[src/rtl/traffic_pkg.sv]
// Shared encodings for the traffic phase controller: FSM states, vehicle
// light codes and pedestrian signal codes.
package traffic_pkg;

    localparam int STATE_W = 4;

    typedef enum logic [STATE_W-1:0] {
        NS_GREEN    = 4'd0,
        NS_AMBER    = 4'd1,
        ALLRED_NS   = 4'd2,
        EW_GREEN    = 4'd3,
        EW_AMBER    = 4'd4,
        ALLRED_EW   = 4'd5,
        SB_LEFT     = 4'd6,
        SB_LEFT_CLR = 4'd7,
        FLASH       = 4'd8
    } state_t;

    typedef enum logic [1:0] {
        LIGHT_RED   = 2'd0,
        LIGHT_AMBER = 2'd1,
        LIGHT_GREEN = 2'd2,
        LIGHT_DARK  = 2'd3
    } light_t;

    typedef enum logic [1:0] {
        PED_DONT_WALK = 2'd0,
        PED_FLASH_DW  = 2'd1,
        PED_WALK      = 2'd2,
        PED_DARK      = 2'd3
    } ped_t;

endpackage

[src/rtl/phase_timer.sv]
// Loadable down-counter for phase durations. Counts only on tick, holds at
// zero, and flags expiry while the count is zero.
module phase_timer #(
    parameter int          CNT_W     = 8,
    parameter int unsigned RESET_VAL = 0
) (
    input  logic             clk,
    input  logic             reset,
    input  logic             tick,
    input  logic             load,
    input  logic [CNT_W-1:0] load_val,
    output logic [CNT_W-1:0] count,
    output logic             expired
);

    always_ff @(posedge clk) begin
        if (reset) begin
            count <= CNT_W'(RESET_VAL);
        end else if (load) begin
            count <= load_val;
        end else if (tick && (count != '0)) begin
            count <= count - 1'b1;
        end
    end

    assign expired = (count == '0);

endmodule

[src/rtl/traffic_phase_controller.sv]
// Two-street intersection controller with southbound protected left,
// latched pedestrian requests and a flashing night/fault mode.
module traffic_phase_controller
    import traffic_pkg::*;
#(
    parameter int CNT_W        = 8,
    parameter int GREEN_TICKS  = 20,
    parameter int AMBER_TICKS  = 4,
    parameter int ALLRED_TICKS = 2,
    parameter int LEFT_TICKS   = 8,
    parameter int WALK_TICKS   = 8,
    parameter int FDW_TICKS    = 6
) (
    input  logic             clk,
    input  logic             reset,
    input  logic             tick,
    input  logic             flash_mode,
    input  logic             sb_left_req,
    input  logic             ns_walk_req,
    input  logic             ew_walk_req,
    output logic [1:0]       ns_light,
    output logic [1:0]       ew_light,
    output logic             sb_left,
    output logic [1:0]       ns_ped,
    output logic [1:0]       ew_ped,
    output logic [3:0]       state,
    output logic [CNT_W-1:0] timer,
    output logic [2:0]       pending
);

    localparam int LIMIT = 1 << CNT_W;

    if (GREEN_TICKS < 1 || AMBER_TICKS < 1 || ALLRED_TICKS < 1 || LEFT_TICKS < 1 ||
        WALK_TICKS < 1 || FDW_TICKS < 1 ||
        GREEN_TICKS >= LIMIT || AMBER_TICKS >= LIMIT || ALLRED_TICKS >= LIMIT ||
        LEFT_TICKS >= LIMIT || WALK_TICKS >= LIMIT || FDW_TICKS >= LIMIT ||
        (WALK_TICKS + FDW_TICKS) > GREEN_TICKS) begin : g_bad_params
        $error("traffic_phase_controller: illegal tick parameters");
    end

    // Timer thresholds: green counts down from GREEN_TICKS-1, so walk holds
    // while timer >= WALK_EDGE and flashing holds while timer >= FDW_EDGE.
    localparam logic [CNT_W-1:0] WALK_EDGE = CNT_W'(GREEN_TICKS - WALK_TICKS);
    localparam logic [CNT_W-1:0] FDW_EDGE  = CNT_W'(GREEN_TICKS - WALK_TICKS - FDW_TICKS);

    state_t           state_q, state_d;
    logic [2:0]       pending_q;
    logic             ns_served_q, ew_served_q, flash_phase_q;
    logic             load, expired, advance;
    logic [CNT_W-1:0] load_val, count;
    logic             enter_ns, enter_ew, enter_sb;

    phase_timer #(.CNT_W(CNT_W), .RESET_VAL(ALLRED_TICKS - 1)) u_timer (
        .clk      (clk),
        .reset    (reset),
        .tick     (tick),
        .load     (load),
        .load_val (load_val),
        .count    (count),
        .expired  (expired)
    );

    assign advance = tick && expired;

    always_comb begin
        state_d = state_q;
        case (state_q)
            NS_GREEN:    if (advance) state_d = NS_AMBER;
            NS_AMBER:    if (advance) state_d = ALLRED_NS;
            ALLRED_NS:   if (advance) state_d = flash_mode ? FLASH : EW_GREEN;
            EW_GREEN:    if (advance) state_d = EW_AMBER;
            EW_AMBER:    if (advance) state_d = ALLRED_EW;
            ALLRED_EW:   if (advance) state_d = flash_mode ? FLASH
                                              : (pending_q[2] ? SB_LEFT : NS_GREEN);
            SB_LEFT:     if (advance) state_d = SB_LEFT_CLR;
            SB_LEFT_CLR: if (advance) state_d = NS_GREEN;
            FLASH:       if (tick && !flash_mode) state_d = ALLRED_EW;
            default:     state_d = ALLRED_EW;
        endcase
    end

    assign load = (state_d != state_q);

    always_comb begin
        load_val = '0;
        case (state_d)
            NS_GREEN, EW_GREEN:              load_val = CNT_W'(GREEN_TICKS - 1);
            NS_AMBER, EW_AMBER, SB_LEFT_CLR: load_val = CNT_W'(AMBER_TICKS - 1);
            ALLRED_NS, ALLRED_EW:            load_val = CNT_W'(ALLRED_TICKS - 1);
            SB_LEFT:                         load_val = CNT_W'(LEFT_TICKS - 1);
            default:                         load_val = '0;
        endcase
    end

    assign enter_ns = load && (state_d == NS_GREEN);
    assign enter_ew = load && (state_d == EW_GREEN);
    assign enter_sb = load && (state_d == SB_LEFT);

    // A request arriving on the clearing edge survives into the next round.
    always_ff @(posedge clk) begin
        if (reset) begin
            state_q       <= ALLRED_EW;
            pending_q     <= '0;
            ns_served_q   <= 1'b0;
            ew_served_q   <= 1'b0;
            flash_phase_q <= 1'b0;
        end else begin
            state_q   <= state_d;
            pending_q <= (pending_q & ~{enter_sb, enter_ns, enter_ew})
                       | {sb_left_req, ns_walk_req, ew_walk_req};
            if (enter_ns) ns_served_q <= pending_q[1];
            if (enter_ew) ew_served_q <= pending_q[0];
            if (state_q != FLASH) flash_phase_q <= 1'b0;
            else if (tick)        flash_phase_q <= ~flash_phase_q;
        end
    end

    function automatic ped_t green_ped(input logic served, input logic [CNT_W-1:0] t);
        if (!served)            return PED_DONT_WALK;
        else if (t >= WALK_EDGE) return PED_WALK;
        else if (t >= FDW_EDGE)  return PED_FLASH_DW;
        else                    return PED_DONT_WALK;
    endfunction

    always_comb begin
        ns_light = LIGHT_RED;
        ew_light = LIGHT_RED;
        sb_left  = 1'b0;
        ns_ped   = PED_DONT_WALK;
        ew_ped   = PED_DONT_WALK;
        case (state_q)
            NS_GREEN: begin
                ns_light = LIGHT_GREEN;
                ns_ped   = green_ped(ns_served_q, count);
            end
            NS_AMBER: ns_light = LIGHT_AMBER;
            EW_GREEN: begin
                ew_light = LIGHT_GREEN;
                ew_ped   = green_ped(ew_served_q, count);
            end
            EW_AMBER: ew_light = LIGHT_AMBER;
            SB_LEFT:  sb_left  = 1'b1;
            FLASH: begin
                ns_light = flash_phase_q ? LIGHT_DARK : LIGHT_AMBER;
                ew_light = flash_phase_q ? LIGHT_DARK : LIGHT_RED;
                ns_ped   = PED_DARK;
                ew_ped   = PED_DARK;
            end
            default: ;
        endcase
    end

    assign state   = state_q;
    assign timer   = count;
    assign pending = pending_q;

endmodule
[config.mk]
export PLATFORM = sky130hd
export DESIGN_NAME = traffic_phase_controller
export DESIGN_NICKNAME = d
export VERILOG_FILES = /design/src/rtl/traffic_pkg.sv /design/src/rtl/phase_timer.sv /design/src/rtl/traffic_phase_controller.sv
export SDC_FILE = /design/constraint.sdc
export NUM_CORES = 1
export LEC_CHECK = 0
export CAP_MARGIN = 10
export CORE_MARGIN = 10
export CORE_UTILIZATION = 54
export CTS_CLUSTER_SIZE = 12
export DETAILED_ROUTE_END_ITERATION = 12
export MAX_ROUTING_LAYER = met4
export PLACE_DENSITY = 0.85
export SLEW_MARGIN = 20
export SYNTH_ARGS = -nofsm -noshare
export SYNTH_HDL_FRONTEND = slang
export SYNTH_SLANG_ARGS = --single-unit
[constraint.sdc]
create_clock -name clk -period 6.75 [get_ports clk]
set_clock_uncertainty 0.1 [all_clocks]
set_input_delay 0.675 -clock clk [delete_from_list [all_inputs] [get_ports clk]]
set_output_delay 0.675 -clock clk [all_outputs]
set_load 0.005 [all_outputs]
run_1/final_congestion.png
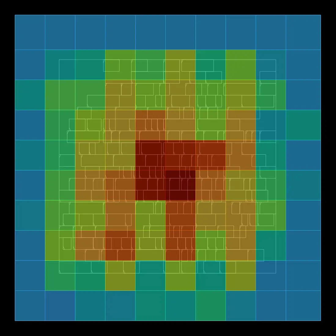
met3 Track Usage GR: 3.67%
met2 GRT Util: 23.0%
grt peak-use layer: met2
fin util: 68.6%
DR WL/cell: 17.5 um

run_1/gate_families.png
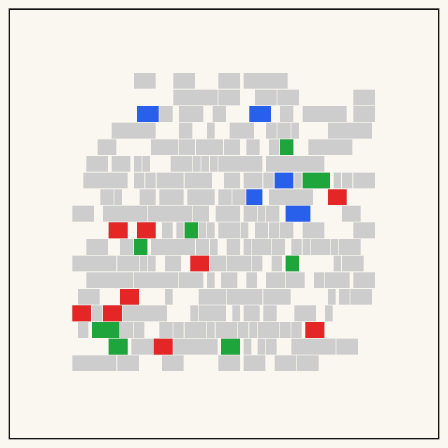
Red marks XOR/XNOR gates, cells 9, most used xnor2_1. Green marks AND and OR gates, cells 8. Blue marks AND-OR and OR-AND gates, cells 5, most used a22o_2, where center.

run_1/met2.png
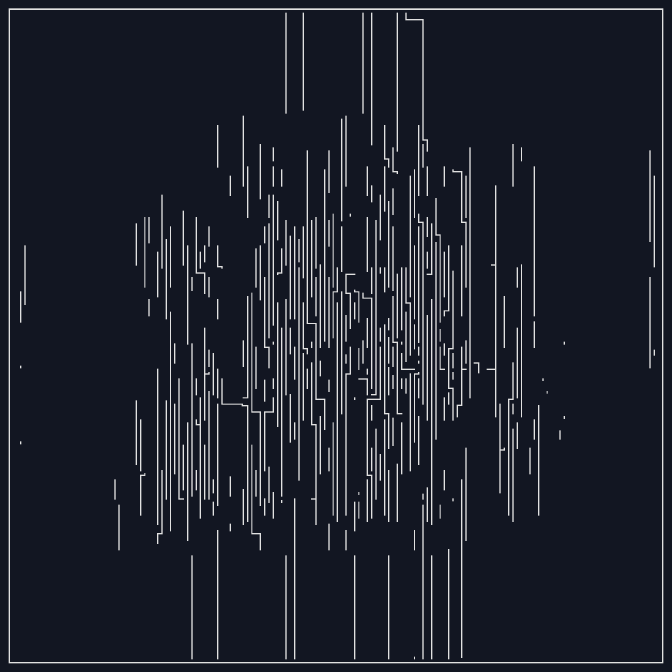
The layer holds 48% of the routed length. The wires run mostly vertical. 166 nets have wire on it. The layer carries 1790 um of wire.

==> out/results.tsv, run 1 <==
metric	value	unit
outcome	finished, final reports clean	
vias post-DR	1294	
initial detailed-routing violation count	164	
# hold bufs at CTS	0	
startpoint class of the critical path	input port	
Required @ worst endpoint	6850	ps
CTS Sinks	18	
Top Ports	31	
cells on worst reg2reg path	9	
cycle use final	48.9	%
Antenna Cells	0	
Reg power frac	31.1	%
fraction of layout cells with a size suffix above 1	10.4	%
crit path max fanout	10	
Pleak	0.599	nW
Top cells by area	dfxtp_1 (27%), ha_1 (6.5%), xnor2_1 (4.5%), mux2_2 (4.2%), nand2_1 (3.3%)	
largest net degree at the start of global routing	20	
r2r endpoint	ew_served_q	
CTS clk-pin slew, worst paths	110	ps
r2r startpoint	u_timer.count[4]	
Post-Place Worst Slack	3190	ps
critical path's slowest cell	clkdlybuf4s50_1	
# Cells Yosys	159	
Top cell area share	26.6	%
Comb pwr share	59.5	%
RSZ-0062 raised after global routing	false	
EDFF count, synth	0	
Port Buffers	30	
syn_area_per_cell	8.51	um^2
Gate Count Post-Synth	159	
MaxCap Viol Count	0	
flop2flop setup slack	3660	ps
die y size	70.1	um
total CTS buffers	3	
max_slew headroom	59.6	%
die width	70.1	um
Top FF cell, synth	dfxtp_1	
Hold Path Sink	pending[2]	
Distinct cells, synth	49	
WHS Path Cells	2	
run 1: sequential cells by signal, summed over array words and instances (netlist names):
name           count
ew_served_q        1
flash_phase_q      1
ns_served_q        1
pending            3
state              4
u_timer.count      8
run 1: stage by stage:
stage | cells | power (W) | hold slack [ps]
floorplan | 159 | 0.000425 | 405
global placement | 210 | 0.000527 | 421
detailed placement | 210 | 0.000543 | 453
CTS | 213 | 0.000599 | 470
global route | 213 | 0.000644 | 485
finish | 213 | 0.000603 | 465
run 1: final cells by class:
cell class | instances | area (um^2)
Multi-Input combinational cell | 122 | 910
Fill cell | 194 | 764
Sequential cell | 18 | 360
Timing Repair Buffer | 30 | 300
Inverter | 10 | 37.5
Tap cell | 30 | 37.5
Clock buffer | 3 | 22.5
run 1: power by group through the flow:
stage / Clock [W] / Sequential [W] / Combinational (W)
final: 0.0000570 / 0.000187 / 0.000359
after global routing: 0.0000642 / 0.000194 / 0.000385
after CTS: 0.0000570 / 0.000186 / 0.000356
after detailed placement: 0 / 0.000189 / 0.000354
after global placement: 0 / 0.000187 / 0.000339
after floorplan: 0 / 0.000161 / 0.000264
run 1: layer usage:
metal  vias up  part of all wire (%)  GRT usage, %
met5         -                     0             -
met4         0                   2.1          4.82
met3        10                   6.2          3.67
met2        58                    48          23.0
met1       601                    44          17.8
li1        625                     -             -
run 1: cell families (layout without fill, tap and decap cells):
family | after synthesis | count (layout) | share of synthesized area [%]
multiplexers | 9 | 9 | 7.30
AND-OR/OR-AND | 32 | 32 | 18.9
adder cells (fa/ha/maj) | 7 | 7 | 6.47
flip-flops | 18 | 18 | 26.6
XOR/XNOR | 9 | 9 | 5.82
AND/OR/NAND/NOR | 65 | 65 | 28.6
buffers and inverters | 19 | 43 | 6.19
run 1: how the worst max path moves through the flow:
stage,to,slack [ps],cells past startpoint
floorplan,ew_served_q,4030,9
global placement,ew_served_q,3350,9
detailed placement,ew_served_q,3190,9
CTS,ew_served_q,3510,9
global route,ew_served_q,3370,9
finish,ew_served_q,3450,9
run 1: placed cells by master (no fill, tap or decap), types with 2 or more instances in the layout:
| cell type | count |
|---|---|
| ha_1 | 7 |
| dfxtp_1 | 18 |
| nor2b_1 | 7 |
| xor2_1 | 2 |
| a31oi_1 | 2 |
| mux2_2 | 5 |
| a21oi_1 | 7 |
| a21boi_0 | 2 |
| nor4b_1 | 2 |
| clkdlybuf4s50_1 | 30 |
| inv_1 | 10 |
| clkbuf_4 | 3 |
| mux2i_1 | 2 |
| and2_1 | 2 |
| nor3_1 | 7 |
| nand4_1 | 5 |
| o211ai_1 | 2 |
| or3_1 | 2 |
| a22o_2 | 2 |
| nand2b_1 | 2 |
| nand3_1 | 5 |
| and4bb_2 | 2 |
| nor4_1 | 2 |
| mux2_1 | 2 |
| o22ai_1 | 2 |
| nand2_1 | 12 |
| o21ai_0 | 3 |
| xnor2_1 | 7 |
| nor2_1 | 10 |
run 1: worst max-delay path, delay by kind of cell:
family          cells  cell delay (ps)
buf+inv             2              870
mux                 2              690
compound gates      2              500
simple gates        2              450
fa+ha+maj           1              210
run_1/metal_stack.png
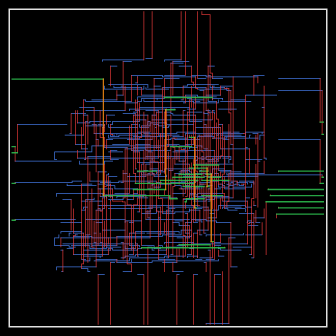

--- run 2 (diff from run 1) ---
CORE_UTILIZATION = 50   (was 54)
PLACE_DENSITY = 0.8   (was 0.85)
clock period = 3.2 ns   (was 6.75 ns; I/O delays follow)
run_2/metal_stack.png
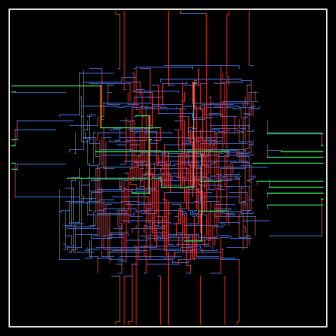
Orange marks met4, wire length 70.7 um. Blue marks met1, wire length 1580 um. Green marks met3, wire length 225 um. Red marks met2, wire length 1770 um.

==> run 2 against run 1 <==
Net effect: global-route usage is 0.34 points lower; area after synthesis is the same; clock-buffer cell count grew 1; sequential cell count did not move; critical path depth fell by 1; worst setup slack worse by 3200 ps; highest routed layer unchanged; first-iteration DRC count fell by 45%; synthesized cell count unchanged; combinational power grew 120%; cell count grew 1.9%; via count decreased by 0.46%.
==> out/results.tsv, run 2 <==
metric	value	unit	change
outcome	finished, final reports clean		unchanged
largest net degree at the start of global routing	20		unchanged
initial detailed-routing violation count	90		was 164
Required @ worst endpoint	3290	ps	was 6850 ps
cycle use final	91.0	%	
Commonest Layout Cell	clkdlybuf4s50_1		unchanged
Fillers	225		was 194
MaxCap Viol Count	0		unchanged
Biggest register	u_timer.count		unchanged
Gate Count Post-Synth	159		unchanged
cells on worst reg2reg path	8		was 9
fin util	67.6	%	was 68.6%
Antenna Cells	0		unchanged
Port Buffers	30		unchanged
flop2flop setup slack	290	ps	was 3660 ps
family with the most delay on the worst path	simple AND/OR/NAND/NOR gates		was buffers and inverters
top sig layer	met4		unchanged
CTS Sinks	18		unchanged
DR WL/cell	16.8	um	was 17.5 um
RSZ-0062 raised after global routing	false		unchanged
max_slew headroom	58.9	%	was 59.6%
fraction of layout cells with a size suffix above 1	12.3	%	was 10.4%
# hold bufs at CTS	0		unchanged
r2r endpoint	ew_served_q		unchanged
die width	72.0	um	was 70.1 um
Top Layout Cells	clkdlybuf4s50_1 (30), dfxtp_1 (18), nand2_1 (12)		unchanged
# Cells Yosys	159		unchanged
routed length on met2	1770	um	was 1790 um
startpoint class of the critical path	flip-flop		was input port
Pleak	0.621	nW	was 0.599 nW
vias post-DR	1288		was 1294
run_2/gate_families.png
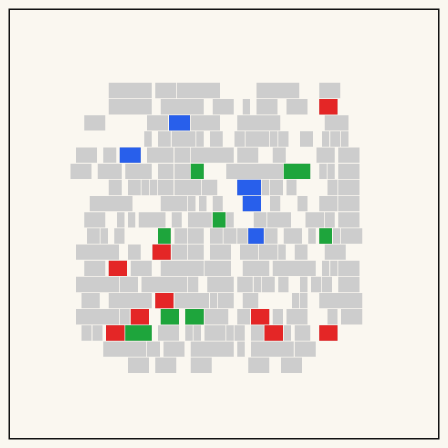
Blue marks AND-OR and OR-AND gates, cells 5, most used a22o_2, where center. Red marks XOR/XNOR gates, cells 9, most used xnor2_1. Green marks AND and OR gates, cells 8.

run 2: power breakdown:
group	switching (W)	total [W]	internal [W]
logic	0.000378	0.000775	0.000397
clock network	0.0000738	0.000143	0.0000694
registers	0.000121	0.000397	0.000276
total	0.000573	0.00131	0.000742
run 2: routing by layer:
| metal | global-route usage, % | vias to the layer above |
|---|---|---|
| li1 | - | 642 |
| met1 | 17.8 | 603 |
| met2 | 22.8 | 34 |
| met3 | 2.99 | 9 |
| met4 | 3.44 | 0 |
| met5 | - | - |
run 2: worst reg2reg max path, cell delays in order, from the launching register on:
cell,delay (ps)
dfxtp_1,380
or4_2,760
nor2_1,150
nand4_1,100
a21oi_1,380
ha_1,210
a21boi_0,200
nand4_1,180
mux2_1,340
run 2: cell type report:
cell class / count / area [um^2] / share of cell area (%)
multi-input cells: 122 / 910 / 53.4
flip-flops and latches: 18 / 360 / 21.1
repair buffers: 33 / 323 / 18.9
inverters: 10 / 37.5 / 2.20
well taps: 30 / 37.5 / 2.20
clock buffers: 4 / 36.3 / 2.13
run 2: logic make-up (layout without fill, tap and decap cells):
kind of cell	Yosys count	after routing	share of synthesized area [%]
AOI/OAI and AO/OA	32	32	18.9
xor gates and xnor gates	9	9	5.82
adders and majority gates	7	7	6.47
buffers and inverters	19	47	6.19
DFF	18	18	26.6
muxes	9	9	7.30
and+or+nand+nor	65	65	28.6
run 2: how the worst max path moves through the flow:
stage,end,startpoint,cells after the start,slack (ps)
after floorplan,ew_served_q,u_timer.count[7],9,540
after global placement,ew_served_q,u_timer.count[4],8,460
after detailed placement,ns_served_q,u_timer.count[4],9,360
after CTS,ew_served_q,u_timer.count[7],8,300
after global routing,ew_served_q,u_timer.count[1],10,80
final,ew_served_q,u_timer.count[7],8,290
run 2: per-stage QoR:
stage | hold slack (ps) | cell area [um^2] | power [W]
2_1_floorplan | 358 | 1350 | 0.000896
3_3_place_gp | 420 | 1670 | 0.00115
3_5_place_dp | 462 | 1670 | 0.00117
4_1_cts | 480 | 1700 | 0.00132
5_1_grt | 501 | 1700 | 0.00141
6_report | 475 | 1700 | 0.00131
Power and IR drop assume default switching activity.
